$ cat src/rtl/lsu_mem_sequencer.sv
`default_nettype none
// ============================================================================
// Module   : lsu_mem_sequencer
// Function : load/store sequencer that splits word-crossing accesses into two
//            aligned memory accesses and byte-selects/extends load results
// Revision : 1.0
// ============================================================================
module lsu_mem_sequencer #(
  parameter int DW       = 32,
  parameter bit SPLIT_EN = 1'b1
) (
  input  logic          clk,
  input  logic          rst_n,
  input  logic          req_valid,
  output logic          req_ready,
  input  logic          req_we,
  input  logic [2:0]    req_funct3,
  input  logic [DW-1:0] req_addr,
  input  logic [DW-1:0] req_wdata,
  output logic          rsp_valid,
  output logic [DW-1:0] rsp_rdata,
  output logic          rsp_err,
  output logic          mem_req,
  input  logic          mem_gnt,
  output logic          mem_we,
  output logic [DW-1:0] mem_addr,
  output logic [3:0]    mem_be,
  output logic [DW-1:0] mem_wdata,
  input  logic          mem_rvalid,
  input  logic [DW-1:0] mem_rdata
);

  typedef enum logic [2:0] {
    S_IDLE = 3'd0,
    S_REQ0 = 3'd1,
    S_RD0  = 3'd2,
    S_REQ1 = 3'd3,
    S_RD1  = 3'd4,
    S_RESP = 3'd5
  } state_t;

  state_t        r_state;
  state_t        w_state_nxt;
  logic          r_we;
  logic [2:0]    r_funct3;
  logic [DW-1:0] r_addr;
  logic [DW-1:0] r_wdata;
  logic [DW-1:0] r_buf0;
  logic [DW-1:0] r_buf1;
  logic          r_err;

  function automatic logic [3:0] size_mask(input logic [1:0] sz);
    case (sz)
      2'b00:   return 4'b0001;
      2'b01:   return 4'b0011;
      default: return 4'b1111;
    endcase
  endfunction

  function automatic logic crosses_word(input logic [1:0] sz, input logic [1:0] off);
    logic [2:0] nbytes;
    nbytes = (sz == 2'b00) ? 3'd1 : (sz == 2'b01) ? 3'd2 : 3'd4;
    return ({1'b0, off} + nbytes) > 3'd4;
  endfunction

  function automatic logic funct3_legal(input logic we, input logic [2:0] f3);
    if (we) return (f3 == 3'b000) || (f3 == 3'b001) || (f3 == 3'b010);
    return (f3 == 3'b000) || (f3 == 3'b001) || (f3 == 3'b010) ||
           (f3 == 3'b100) || (f3 == 3'b101);
  endfunction

  logic w_accept;
  logic w_req_err;
  assign w_accept  = req_valid && (r_state == S_IDLE);
  assign w_req_err = !funct3_legal(req_we, req_funct3) ||
                     (crosses_word(req_funct3[1:0], req_addr[1:0]) && (SPLIT_EN == 1'b0));

  logic [1:0]      w_off;
  logic            w_span;
  logic [7:0]      w_be_wide;
  logic [2*DW-1:0] w_wd_wide;
  logic [DW-1:0]   w_word0;
  logic [DW-1:0]   w_word1;
  logic [DW-1:0]   w_merged;
  logic [DW-1:0]   w_ext;

  // Upper halves of the widened lane/data vectors spill into the second word
  assign w_off     = r_addr[1:0];
  assign w_span    = crosses_word(r_funct3[1:0], w_off);
  assign w_be_wide = {4'b0000, size_mask(r_funct3[1:0])} << w_off;
  assign w_wd_wide = {{DW{1'b0}}, r_wdata} << {w_off, 3'b000};
  assign w_word0   = {r_addr[DW-1:2], 2'b00};
  assign w_word1   = w_word0 + DW'(4);
  assign w_merged  = DW'({r_buf1, r_buf0} >> {w_off, 3'b000});

  always_comb begin
    w_ext = w_merged;
    case (r_funct3)
      3'b000:  w_ext = {{(DW-8){w_merged[7]}}, w_merged[7:0]};
      3'b001:  w_ext = {{(DW-16){w_merged[15]}}, w_merged[15:0]};
      3'b100:  w_ext = {{(DW-8){1'b0}}, w_merged[7:0]};
      3'b101:  w_ext = {{(DW-16){1'b0}}, w_merged[15:0]};
      default: w_ext = w_merged;
    endcase
  end

  always_ff @(posedge clk or negedge rst_n) begin
    if (!rst_n) begin
      r_state  <= S_IDLE;
      r_we     <= 1'b0;
      r_funct3 <= 3'b000;
      r_addr   <= '0;
      r_wdata  <= '0;
      r_buf0   <= '0;
      r_buf1   <= '0;
      r_err    <= 1'b0;
    end else begin
      r_state <= w_state_nxt;
      if (w_accept) begin
        r_we     <= req_we;
        r_funct3 <= req_funct3;
        r_addr   <= req_addr;
        r_wdata  <= req_wdata;
        r_err    <= w_req_err;
        r_buf0   <= '0;
        r_buf1   <= '0;
      end
      if ((r_state == S_RD0) && mem_rvalid) r_buf0 <= mem_rdata;
      if ((r_state == S_RD1) && mem_rvalid) r_buf1 <= mem_rdata;
    end
  end

  always_comb begin
    w_state_nxt = r_state;
    req_ready   = 1'b0;
    rsp_valid   = 1'b0;
    rsp_err     = 1'b0;
    rsp_rdata   = '0;
    mem_req     = 1'b0;
    mem_we      = 1'b0;
    mem_addr    = '0;
    mem_be      = 4'b0000;
    mem_wdata   = '0;
    case (r_state)
      S_IDLE: begin
        req_ready = 1'b1;
        if (req_valid) w_state_nxt = w_req_err ? S_RESP : S_REQ0;
      end
      S_REQ0: begin
        mem_req   = 1'b1;
        mem_we    = r_we;
        mem_addr  = w_word0;
        mem_be    = w_be_wide[3:0];
        mem_wdata = w_wd_wide[DW-1:0];
        if (mem_gnt) begin
          if (!r_we)       w_state_nxt = S_RD0;
          else if (w_span) w_state_nxt = S_REQ1;
          else             w_state_nxt = S_RESP;
        end
      end
      S_RD0: begin
        if (mem_rvalid) w_state_nxt = w_span ? S_REQ1 : S_RESP;
      end
      S_REQ1: begin
        mem_req   = 1'b1;
        mem_we    = r_we;
        mem_addr  = w_word1;
        mem_be    = w_be_wide[7:4];
        mem_wdata = w_wd_wide[2*DW-1:DW];
        if (mem_gnt) w_state_nxt = r_we ? S_RESP : S_RD1;
      end
      S_RD1: begin
        if (mem_rvalid) w_state_nxt = S_RESP;
      end
      S_RESP: begin
        rsp_valid   = 1'b1;
        rsp_err     = r_err;
        rsp_rdata   = (r_we || r_err) ? '0 : w_ext;
        w_state_nxt = S_IDLE;
      end
      default: w_state_nxt = S_IDLE;
    endcase
  end

endmodule
`default_nettype wire

$ cat config.mk
export PLATFORM = sky130hd
export DESIGN_NAME = lsu_mem_sequencer
export DESIGN_NICKNAME = d
export VERILOG_FILES = /design/src/rtl/lsu_mem_sequencer.sv
export SDC_FILE = /design/constraint.sdc
export NUM_CORES = 1
export LEC_CHECK = 0
export CORE_UTILIZATION = 25
export CTS_BUF_LIST = sky130_fd_sc_hd__clkbuf_8
export DETAILED_ROUTE_END_ITERATION = 10
export HOLD_SLACK_MARGIN = 0.1
export PLACE_DENSITY_LB_ADDON = 0.2
export SLEW_MARGIN = 5
export SYNTH_ARGS = -nofsm -noshare
export SYNTH_HDL_FRONTEND = slang
export SYNTH_SLANG_ARGS = --single-unit
$ cat constraint.sdc
create_clock -name clk -period 3.45 [get_ports clk]
set_input_delay 0.5175 -clock clk [delete_from_list [all_inputs] [get_ports clk]]
set_output_delay 0.5175 -clock clk [all_outputs]
set_load 0.02 [all_outputs]
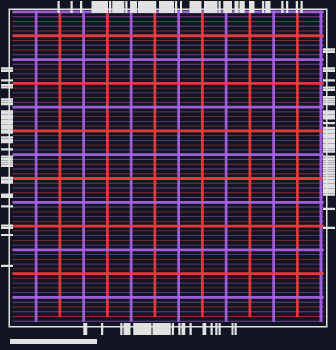
(run_1/pdn.png)
Bar = 50 um. Pins as bars on the die edge.
- VSS: purple
- VDD: red
- met1 rails: 66
- rows: 65
- met4 straps: 13
- signal pins: 210
- met5 straps: 13

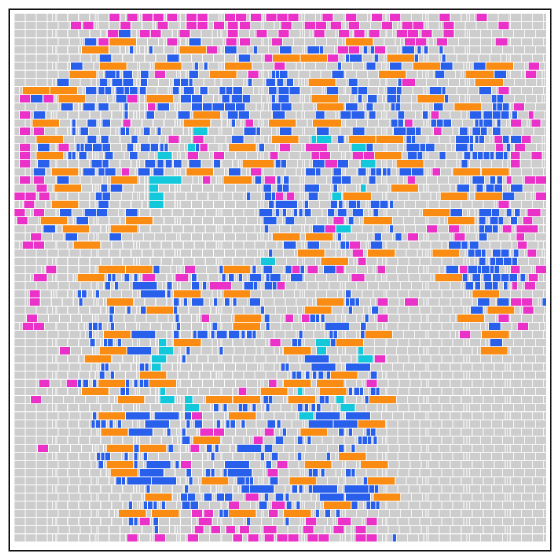
(run_1/cell_classes.png)
Fill, decap, tap and diode cells in gray.
- all other logic: blue (cells 642; share of their area 43%)
- flops: orange (cells 128; share of their area 31%)
- other buffers and delay cells: magenta (cells 242; share of their area 23%)
- clock drivers and dummy loads: cyan (cells 31; share of their area 3.4%)

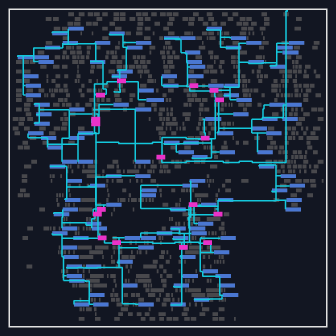
(run_1/clock_map.png)
- clock wires: cyan (length 2170 um)
- cells driving clock nets: magenta (count 17)
- flip-flops: blue (count 128)
- flops lie: widely spread

run 1: per-layer routing:
metal / share of wire (%) / routed length, um
met5: 0 / 0
met4: 1.9 / 502
met3: 4.1 / 1070
met2: 47 / 12400
met1: 47 / 12200
run 1: what timing repair did:
item	in CTS	in global routing
hold buffers	1	0
pin swaps	1	2
gates cloned	0	0
gates resized	28	29
hold endpoints to repair	55	0
setup buffers	1	3
setup endpoints to repair	32	28
run 1: placed cells by master, fill, tap and decap left out, types with 8 or more instances in the layout:
cell	Yosys	layout
a211oi_1	26	26
a21oi_1	29	29
a22oi_1	12	12
and2_1	11	11
buf_4	2	30
clkbuf_8	0	17
clkdlybuf4s50_1	0	168
dfrtp_1	128	121
dlygate4sd2_1	0	21
dlymetal6s2s_1	0	13
inv_1	12	12
mux2_2	75	75
mux2i_1	32	32
mux4_2	28	28
nand2_1	152	151
nand3_1	8	8
nand4_1	10	10
nor2_1	55	54
nor2b_1	9	9
o21ai_0	64	64
o22ai_1	11	11
o31ai_1	11	11
or4_1	14	13
xnor2_1	8	8
run 1: path summary, 6_finish.rpt:
path | startpoint | endpoint | depth (start not counted)
min in group asynchronous | rst_n | r_addr[18] | 2
max in group asynchronous | rst_n | r_buf0[22] | 3
max | r_addr[15] | mem_addr[26] | 6
max reg2reg | r_funct3[0] | r_state[1] | 10
min | r_buf0[15] | r_buf0[15] | 2
min reg2reg | r_buf0[15] | r_buf0[15] | 2
run 1: through the flow:
stage	hold slack, ps	power [uW]	cells	area (um2)
detailed placement	512	8470	1409	10500
finish	523	9610	1447	11000
global route	551	10300	1445	11000
CTS	530	9700	1442	10900
global placement	504	8410	1409	10500
floorplan	222	6450	839	7980
run 1: synth_stat cells, types with 2 or more instances:
master     instances  area, um2
a21o_1             2       15.0
nor2b_1            9       56.3
dfrtp_1          128       3200
or2_2              3       18.8
mux4_2            28        631
ha_1               3       37.5
nand3_1            8       40.0
xor2_1             6       52.6
a31oi_1            2       12.5
and2_1            11       68.8
and3_1             4       25.0
a22o_1             4       35.0
nor3_1             8       40.0
o211ai_1           3       22.5
and4_1             3       26.3
a21oi_1           29        145
nor4_1             3       18.8
clkinv_1           2       7.51
buf_1             10       37.5
or4_1             14        105
clkbuf_1          46        173
buf_4              2       15.0
a22oi_1           12       90.1
nand2_1          152        571
mux2i_1           32        320
or3_1              6       37.5
mux2_2            75        845
a211oi_1          26        195
inv_1             12       45.0
buf_2              9       45.0
nand2b_1           2       12.5
o31ai_1           11       82.6
xnor2_1            8       70.1
nor2_1            55        206
o2bb2ai_1          3       26.3
nand4_1           10       62.6
nor3b_1            2       15.0
or3b_2             2       17.5
o22ai_1           11       68.8
a221oi_1           4       35.0
o21ai_0           64        320
run 1: cell families (layout without fill, tap and decap cells):
logic type,after synthesis,count (layout),synth area share (%)
simple gates,297,297,17.2
compound gates,175,175,13.6
mux,135,135,22.5
flops,128,128,40.2
buf+inv,84,288,4.30
xor+xnor,14,14,1.54
fa+ha+maj,4,4,0.722
other cells,1,4,0.0470
run 1: worst min-delay path, cell delays in order, from the launching register on:
cell and delay, ps:
dfrtp_1 380, nand2_1 50, o21ai_0 60
==> Slide: Implementation Results, run 1 <==
Physical Implementation Snapshot

Status
  – Status: complete, no violations

Finish
  – Antenna Cells: 2
  – Multi-Input Combinational: 627
  – Area Overhead vs Synth: 37.6%
  – Logic area: between 4000 and 5000 um2
  – Top class by area: multi-input combinational cells
  – Share of layout cells above drive strength 1: between 10% and 20%
  – Signal buffers: ~240
  – Clock buf/inv share: 3.23%
  – Flip-flops: roughly 130
  – Nets: 1140
  – Inverters: 15
  – Regs by FF count: r_addr: 32 flops, r_buf0: 32 flops, r_wdata: 32 flops

Timing
  – Layout Skew: about 19 ps
  – Fmax: approximately 300 MHz
  – Fin crit share: 95.9%
  – Unrepaired setup endpoints after global routing: no
  – Relative slew slack: between 50% and 60%
  – Final slew viol count: 0
  – Hold Vio Cnt, Final: 0

Pwr
  – Leakage: 0.00454 uW
  – Power in sequential cells: between 3000 and 4000 uW
  – Combinational cell fraction of total power: approximately 55%
  – Clk pwr share: between 10% and 20%
  – Top power consumer group: combinational cells
  – Switching Share: 44.3%
  – Comb. pwr: 5300 uW
  – Seq pwr share: around a third
  – P_int: 5360 uW

Setup path
  – Crit path kind: flop to output port
  – Critical Path RT: roughly 2900 ps
  – Crit path largest cell delay: around 620 ps
  – Critical Path AT: around 2800 ps
  – R2R Setup Slk: about 870 ps
  – CP max stage cell: or4_4
  – Worst setup SP type: flop

Routing
  – First-pass DRT Iterations: 5
  – Routed via count: ~7000
  – # DRC: 0
  – Post-Route WL: ~26 mm
  – WL/cell: between 15 and 20 um

Global routing
  – Met2 Track Usage GR: approximately a quarter
  – Vias in the first global route: about 7100
  – GRT overflow: 0
  – Initial antenna violation count: 1
  – Largest net degree at the start of global routing: a little under 80

Synthesis
  – Synthesized area: ~8000 um2
  – Sequential area share after synthesis: ~40%
  – Synth flops: 128
  – Cell Type Count: between 50 and 60

Placement
  – Final Wtd Congestion: just over 0.8

Die
  – Die y size: around 180 um
  – Die area: roughly 33000 um2
  – Die Span X: roughly 180 um

Clocking
  – Max clock buf depth: 2
  – Clock sinks: roughly 130
  – H-tree levels: 4
  – Worst-Skew Late Latency: between 400 and 500 ps
==> run 2, diff against run 1 <==
==> constraint.sdc (replaced) <==
create_clock -name clk -period 2.8 [get_ports clk]
set_input_delay 0.42 -clock clk [delete_from_list [all_inputs] [get_ports clk]]
set_output_delay 0.42 -clock clk [all_outputs]
set_load 0.02 [all_outputs]
==> run 2 against run 1 <==
  * The run now ends with setup timing left
  * Clock skew shrank 2.3 ps
  * Combinational power rose by 41%
  * Flip-flop count is the same
  * Synthesized cell count stayed put
  * Critical path type unchanged
  * Highest routed layer unchanged
==> Slide: Implementation Results, run 2 <==
Physical Implementation Snapshot

Timing
  – Final min period: between 2000 and 3000 ps
  – Unrepaired setup endpoints after global routing: yes (was no)
  – Fin Hold WS: 382 ps (was 523 ps)
  – Hold Vio Cnt, Final: 0 (unchanged)
  – Least-Margin Pin Slew: 587 ps (was 656 ps)
  – Fin crit share: 100%
  – Final Worst Setup Slack: -8.95 ps (was 140 ps)
  – Fmax: between 300 and 400 MHz
  – Final slew viol count: 0 (unchanged)
  – Relative slew slack: 60.9% (was 56.3%)
  – Setup Viol. Count Final: 2 (was 0)
  – Layout Skew: 16.3 ps (was 18.6 ps)

Finish
  – Share of layout cells above drive strength 1: 32.0% (was 18.6%)
  – Most numerous logic cell after layout: nand2_1 (was clkdlybuf4s50_1)
  – Fill cells: 3192 (was 3249)
  – Nets: 1197 (was 1140)
  – Area Overhead vs Synth: 46.5% (was 37.6%)
  – Most common logic cells in the final layout: 149 x nand2_1, 125 x dfrtp_1, 111 x clkdlybuf4s50_1, 75 x mux2_2, 74 x buf_4 (was 168 x clkdlybuf4s50_1, 151 x nand2_1, 121 x dfrtp_1, 75 x mux2_2, 64 x o21ai_0)
  – Regs by FF count: r_addr: 32 flops, r_buf0: 32 flops, r_wdata: 32 flops (unchanged)

Setup path
  – Crit path kind: flop to output port (unchanged)
  – Critical Path RT: 2380 ps (was 2930 ps)
  – Crit path largest cell delay: 560 ps (was 620 ps)
  – CP max stage cell: or4_4 (unchanged)
  – CP Capture Type: output port (unchanged)
  – Cell mode on critical path: or4_4
  – Critical Path AT: 2390 ps (was 2790 ps)
  – Worst setup SP type: flop (unchanged)

Synthesis
  – Cell with the most instances after synthesis: nand2_1 (unchanged)
  – Synthesized area: 7980 um2 (unchanged)
  – Largest area contributor in the netlist: dfrtp_1 (unchanged)
  – Cell area leaders: dfrtp_1 40%, mux2_2 11%, mux4_2 7.9% (unchanged)
  – Post-synth top cells: 152 x nand2_1, 128 x dfrtp_1, 75 x mux2_2, 64 x o21ai_0, 55 x nor2_1 (unchanged)
  – Cell Type Count: 55 (unchanged)
  – Avg Inst Size Synth: 9.52 um2 (unchanged)
  – Sequential area share after synthesis: 40.2% (unchanged)
  – Synth flops: 128 (unchanged)
  – Yosys warns: 0 (unchanged)
  – Top-area cell share: 40.2% (unchanged)
  – Flip-flops with a built-in enable: 0 (unchanged)
  – Ys async rst share: 100% (unchanged)
  – Yosys cell count: 838 (unchanged)

Die
  – Die Span X: 181 um (unchanged)
  – Die area: 32600 um2 (unchanged)
  – Die y size: 181 um (unchanged)
  – Core Region: 31500 um2 (unchanged)
  – I/O Pins: 210 (unchanged)
  – Fp_density: 25.3% (unchanged)

Clocking
  – Clock transition at path regs: 90 ps (about the same)
  – Clock sinks: 128 (unchanged)
  – CTS tree: done (unchanged)
  – H-tree levels: 4 (unchanged)
  – Worst-Skew Late Latency: 450 ps (about the same)
  – Max clock buf depth: 2 (unchanged)

Pwr
  – Overall power: 12800 uW (was 9610 uW)
  – VDD IR-drop max: 390 uV (was 340 uV)
  – Leakage: 0.00493 uW (was 0.00454 uW)
  – Pwr/cell area: 1100 nW/um2 (was 876 nW/um2)

Job
  – Max Cap Viol: 0 (unchanged)
  – Tool warnings: 29 (was 27)

Routing
  – First-pass DRT Iterations: 5 (unchanged)
  – Antenna Violating Nets Remaining: 0 (unchanged)
  – WL/cell: 18.0 um (about the same)
  – # DRC: 0 (unchanged)
  – Routed via count: 7363 (was 7035)
  – Post-Route WL: 27.1 mm (was 26.1 mm)

Status
  – Failing checks: setup timing
  – Status: complete, but fails checks (was complete, no violations)

Placement
  – Count of buffers from port buffering: 207 (unchanged)
  – Final Wtd Congestion: 0.826 (about the same)

Global routing
  – Largest net degree at the start of global routing: 78 (unchanged)
  – Vias in the first global route: 7465 (was 7107)
  – GRT Total Usage: 16.7% (was 16.3%)
  – GRT overflow: 0 (unchanged)
  – Initial antenna violation count: 2 (was 1)
  – First-pass GRT wire length: 42.6 mm (was 41.4 mm)

Worst hold path
  – HP Class: input port to async pin (was flop to flop)
-- run 2: layer usage --
metal  global-route usage [%]  share of wire [%]  vias to the layer above
li1                         -                  -                     3534
met1                     22.0                 45                     3627
met2                     27.6                 49                      175
met3                     3.03                4.1                       27
met4                     5.57                1.8                        0
met5                        0                  0                        -
-- run 2: final cells by class --
cell class / instances / area (um2) / share of cell area [%]
diodes: 2 / 5.00 / 0.0428
clock buffers: 18 / 248 / 2.12
clock inverters: 13 / 163 / 1.39
inverters: 15 / 61.3 / 0.524
multi-input cells: 628 / 4740 / 40.5
flip-flops and latches: 128 / 3210 / 27.5
well taps: 402 / 503 / 4.30
repair buffers: 298 / 2760 / 23.6
-- run 2: power breakdown --
part           switching, uW  total [uW]  internal (uW)  leakage (uW)
sequential               886        3650           2760       0.00161
clock                    802        1700            902      0.000201
combinational           3850        7490           3630       0.00312
-- run 2: final timing paths --
check | from | end | slack (ps) | cells past startpoint
worst min-delay path | rst_n | r_addr[15] | 380 | 2
min in group clk | mem_rdata[29] | r_buf0[29] | 530 | 3
max in group asynchronous | rst_n | r_state[2] | 1520 | 3
worst max-delay path | r_addr[3] | mem_addr[30] | -9 | 6
worst max register to register | r_funct3[1] | r_state[1] | 430 | 8
worst min register to register | r_buf0[15] | r_buf0[15] | 530 | 2
-- run 2: logic make-up (layout without fill, tap and decap cells) --
kind of cell / after synthesis / in the layout / share of synthesized area, %
xor+xnor: 14 / 14 / 1.54
buf+inv: 84 / 344 / 4.30
simple gates: 297 / 298 / 17.2
mux: 135 / 135 / 22.5
fa+ha+maj: 4 / 4 / 0.722
compound gates: 175 / 175 / 13.6
flops: 128 / 128 / 40.2
other cells: 1 / 4 / 0.0470
-- run 2: repair_timing --
action | in CTS | in global routing
hold buffers | 1 | 0
hold endpoints to repair | 20 | 0
setup buffers | 4 | 11
pin swaps | 16 | 25
cloned | 2 | 2
resized | 253 | 139
endpoints found under the setup margin | 91 | 79
-- run 2: critical path: cells and delay by family, from the launching register on --
kind | cells | cell delay [ps]
AND/OR/NAND/NOR | 3 | 1130
flip-flops | 1 | 360
adder cells (fa/ha/maj) | 1 | 190
buffers and inverters | 1 | 150
AND-OR/OR-AND | 1 | 120
-- run 2: per-stage QoR --
step           cells  setup slack, ps  util [%]  instance area [um2]  setup TNS [ps]
2_1_floorplan    839              149         -                 7980               0
3_3_place_gp    1452             -138      34.7                10900           -1280
3_5_place_dp    1452             -147      34.7                10900           -1400
4_1_cts         1489             -128      36.3                11400            -721
5_1_grt         1504             -122      37.1                11700            -759
6_report        1504            -8.95      37.1                11700           -12.1
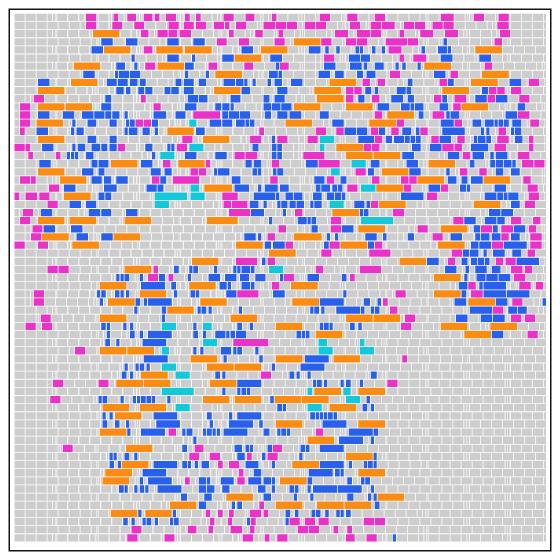
(run_2/cell_classes.png)
Fill, decap, tap and diode cells in gray.
- other buffers and delay cells: magenta (cells 298; share of their area 25%)
- flops: orange (cells 128; share of their area 29%)
- all other logic: blue (cells 643; share of their area 43%)
- clock drivers and dummy loads: cyan (cells 31; share of their area 3.7%)

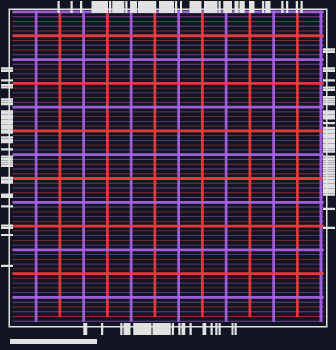
(run_2/pdn.png)
Bar = 50 um. Pins as bars on the die edge.
- VDD: red
- VSS: purple
- signal pins: 210
- rows: 65
- met5 straps: 13

==> run 3, diff against run 2 <==
--- a/config.mk
+++ b/config.mk
@@ -5,12 +5,13 @@
 export SDC_FILE = /design/constraint.sdc
 export NUM_CORES = 1
 export LEC_CHECK = 0
+export CORE_MARGIN = 2
 export CORE_UTILIZATION = 25
 export CTS_BUF_LIST = sky130_fd_sc_hd__clkbuf_8
 export DETAILED_ROUTE_END_ITERATION = 10
 export HOLD_SLACK_MARGIN = 0.1
 export PLACE_DENSITY_LB_ADDON = 0.2
-export SLEW_MARGIN = 5
+export SLEW_MARGIN = 20
 export SYNTH_ARGS = -nofsm -noshare
 export SYNTH_HDL_FRONTEND = slang
 export SYNTH_SLANG_ARGS = --single-unit
==> run 3 against run 2 <==
  * The run still ends with setup timing left
  * Combinational power up 1%
  * Clock skew about the same
  * Total power up 2.7%
  * Die size up 2.2%
  * Routed wire length up 2.3%
  * Critical path depth up 1
  * Non-clock buffer count up 9
  * Synthesized cell count unchanged
  * Register-to-register slack worse by 50 ps
  * Count of clock-buffer cells in the layout up 1
  * Critical path type unchanged
  * Highest routed layer unchanged
==> Slide: Implementation Results, run 3 <==
Physical Implementation Snapshot

Status
  – Status: complete, but fails checks (unchanged)
  – Failing checks: setup timing (unchanged)

Synthesis
  – Avg Inst Size Synth: 9.52 um2 (unchanged)
  – Synthesized area: 7980 um2 (unchanged)
  – Ys async rst share: 100% (unchanged)
  – Yosys warns: 0 (unchanged)
  – Synth flops: 128 (unchanged)
  – Sequential area share after synthesis: 40.2% (unchanged)
  – Top-area cell share: 40.2% (unchanged)
  – Cell area leaders: dfrtp_1 40%, mux2_2 11%, mux4_2 7.9% (unchanged)
  – Cell Type Count: 55 (unchanged)
  – Yosys cell count: 838 (unchanged)
  – Post-synth top cells: 152 x nand2_1, 128 x dfrtp_1, 75 x mux2_2, 64 x o21ai_0, 55 x nor2_1 (unchanged)
  – Flip-flops with a built-in enable: 0 (unchanged)
  – Largest area contributor in the netlist: dfrtp_1 (unchanged)
  – Cell with the most instances after synthesis: nand2_1 (unchanged)

Routing
  – Post-Route WL: 27.8 mm (was 27.1 mm)
  – Antenna Violating Nets Remaining: 0 (unchanged)
  – First-pass DRT Iterations: 4 (was 5)
  – Routed via count: 7330 (was 7363)
  – WL/cell: 18.4 um (was 18.0 um)

Finish
  – Nets: 1205 (was 1197)
  – Most numerous logic cell after layout: nand2_1 (unchanged)
  – Share of layout cells above drive strength 1: 32.9% (was 32.0%)
  – Regs by FF count: r_addr: 32 flops, r_buf0: 32 flops, r_wdata: 32 flops (unchanged)
  – Layout Cells excl Fill: 1511 (was 1504)
  – Most common logic cells in the final layout: 148 x nand2_1, 124 x dfrtp_1, 112 x clkdlybuf4s50_1, 94 x buf_4, 75 x mux2_2 (was 149 x nand2_1, 125 x dfrtp_1, 111 x clkdlybuf4s50_1, 75 x mux2_2, 74 x buf_4)
  – Area Overhead vs Synth: 47.7% (was 46.5%)
  – Finished Core Util: 37.4% (was 37.1%)

Timing
  – Final slew viol count: 0 (unchanged)
  – Hold Vio Cnt, Final: 0 (unchanged)
  – Fmax: 343 MHz (was 356 MHz)
  – Setup Viol. Count Final: 10 (was 2)
  – Least-Margin Pin Slew: 623 ps (was 587 ps)
  – Fin Hold WS: 526 ps (was 382 ps)
  – Fin crit share: 104% (was 100%)
  – Final Worst Setup Slack: -117 ps (was -8.95 ps)
  – Unrepaired setup endpoints after global routing: yes (unchanged)
  – Setup TNS: -625 ps (was -12.1 ps)
  – Final min period: 2920 ps (was 2810 ps)
  – Relative slew slack: 58.4% (was 60.9%)

Die
  – Die y size: 183 um (was 181 um)
  – Die area: 33400 um2 (was 32600 um2)
  – Die Span X: 183 um (was 181 um)
  – I/O Pins: 210 (unchanged)

Clocking
  – Max clock buf depth: 2 (unchanged)
  – Clock transition at path regs: 80 ps (was 90 ps)
  – CTS tree: done (unchanged)
  – H-tree levels: 4 (unchanged)

Pwr
  – Switching Share: 42.6% (was 43.2%)
  – Seq pwr share: 27.8% (was 28.4%)
  – VDD IR-drop max: 443 uV (was 390 uV)
  – Combinational cell fraction of total power: 57.7% (was 58.3%)
  – Clk pwr share: 14.5% (was 13.3%)
  – Pwr/cell area: 1120 nW/um2 (was 1100 nW/um2)
  – P_int: 7570 uW (was 7300 uW)
  – Sw Pwr: 5620 uW (was 5540 uW)

Worst hold path
  – HP Class: input port to async pin (unchanged)

Setup path
  – Worst r2r src: r_funct3[1] (unchanged)
  – Crit path kind: flop to output port (unchanged)
  – R2R depth: 8 (unchanged)
  – R2R Setup Slk: 380 ps (was 430 ps)
  – Crit path largest cell delay: 530 ps (was 560 ps)
  – R2r endpoint: r_state[1] (unchanged)
  – Critical Path RT: 2380 ps (about the same)
  – CP max stage cell: or4_4 (unchanged)
  – Worst setup SP type: flop (unchanged)
  – Critical Path AT: 2500 ps (was 2390 ps)
  – CP Capture Type: output port (unchanged)

Global routing
  – Largest net degree at the start of global routing: 65 (was 78)
  – GRT overflow: 0 (unchanged)
  – GRT Total Usage: 16.6% (was 16.7%)
  – Met3 usage: 3.11% (was 3.03%)
  – Gr busiest metal: met2 (unchanged)
  – Met1 usage: 22.4% (was 22.0%)
  – Met2 Track Usage GR: 27.2% (was 27.6%)
  – Initial antenna violation count: 1 (was 2)
  – Vias in the first global route: 7403 (was 7465)
  – First-pass GRT wire length: 42.9 mm (was 42.6 mm)

Placement
  – Post-Place Cells: 1450 (was 1452)
  – Count of buffers from port buffering: 207 (unchanged)
  – Place WS: -161 ps (was -147 ps)
  – Final Wtd Congestion: 0.833 (was 0.826)

Job
  – Max Cap Viol: 0 (unchanged)
  – Tool warnings: 29 (unchanged)
-- run 3: cell counts after synthesis --
No cell type changed its count.
-- run 3: kinds of logic after synthesis --
logic type	after synthesis	share of synthesized area, %
simple gates	297	17.2
compound gates	175	13.6
mux	135	22.5
flops	128	40.2
buf+inv	84	4.30
xor+xnor	14	1.54
fa+ha+maj	4	0.722
other cells	1	0.0470
-- run 3: worst max-delay path: cells and delay by family (launching register included) --
kind                   cells  cell delay [ps]
AND/OR/NAND/NOR            3             1080
AND-OR/OR-AND              1              140
buffers and inverters      3              430
flip-flops                 1              420
-- run 3: worst max-delay path by stage --
stage               start           end  slack (ps)  cells past startpoint
4_1_cts        r_addr[10]  mem_addr[29]        -250                      6
5_1_grt        r_addr[18]  mem_addr[29]        -210                      6
3_3_place_gp   r_addr[11]  mem_addr[29]        -160                      6
3_5_place_dp   r_addr[10]  mem_addr[29]        -160                      6
2_1_floorplan   r_addr[2]  mem_addr[30]         150                      6
6_report       r_addr[18]  mem_addr[22]        -120                      7
-- run 3: what timing repair did --
item | CTS | global route
hold buffers | 1 | 0
resized | 277 | 127
endpoints found under the hold margin | 57 | 0
cloned | 1 | 2
setup endpoints to repair | 95 | 70
buffers inserted | 1 | 26
pin swaps | 6 | 23
-- run 3: through the flow --
step | total power [uW] | area (um2)
after global routing | 14200 | 11800
after detailed placement | 10900 | 10900
after floorplan | 7950 | 7980
after CTS | 12800 | 11400
final | 13200 | 11800
after global placement | 10900 | 10900
-- run 3: routing by layer --
| layer | up-vias | part of all wire, % |
|---|---|---|
| met3 | 19 | 4.4 |
| met1 | 3610 | 45 |
| met2 | 154 | 49 |
| li1 | 3547 | - |
| met5 | - | 0 |
| met4 | 0 | 1.5 |
-- run 3: layout make-up --
cell class,instances,area [um2]
Tap cell,402,503
Inverter,15,61.3
Clock inverter,12,206
Antenna cell,1,2.50
Clock buffer,19,262
Fill cell,3198,19700
Multi-Input combinational cell,627,4710
Timing Repair Buffer,307,2830
Sequential cell,128,3210
-- run 3: power by group through the flow --
| stage | Combinational (uW) | Sequential, uW | Clock [uW] |
|---|---|---|---|
| 4_1_cts | 7240 | 3610 | 1970 |
| 3_3_place_gp | 7270 | 3600 | 0 |
| 3_5_place_dp | 7310 | 3630 | 0 |
| 2_1_floorplan | 4540 | 3400 | 0 |
| 6_report | 7600 | 3670 | 1910 |
| 5_1_grt | 8290 | 3820 | 2060 |
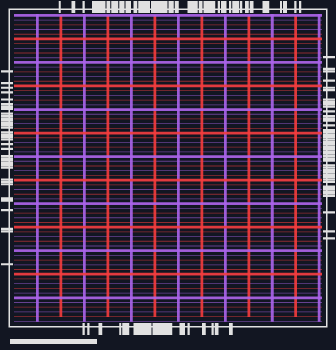
(run_3/pdn.png)
Bar = 50 um. Pins as bars on the die edge.
- VDD: red
- VSS: purple
- met4 straps: 13
- rows: 65
- signal pins: 210
- met1 rails: 66

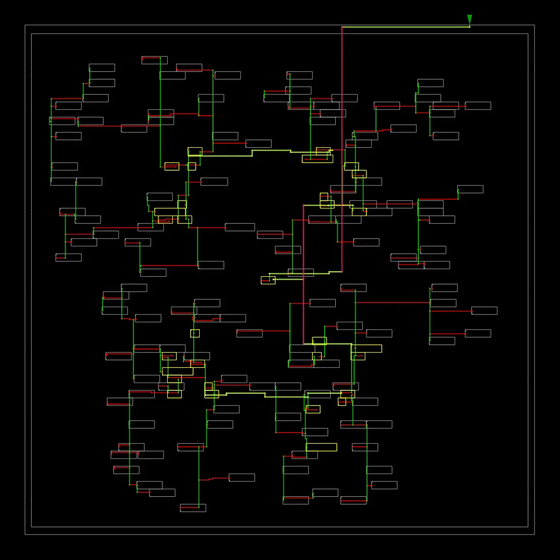
(run_3/final_clocks.png)
# clk buffers: 19
Worst-Skew Late Latency: 450 ps
clock group power: 1910 uW
Layout Skew: 16.6 ps
clock sinks: 128

Power is estimated from default activity; no workload was simulated.
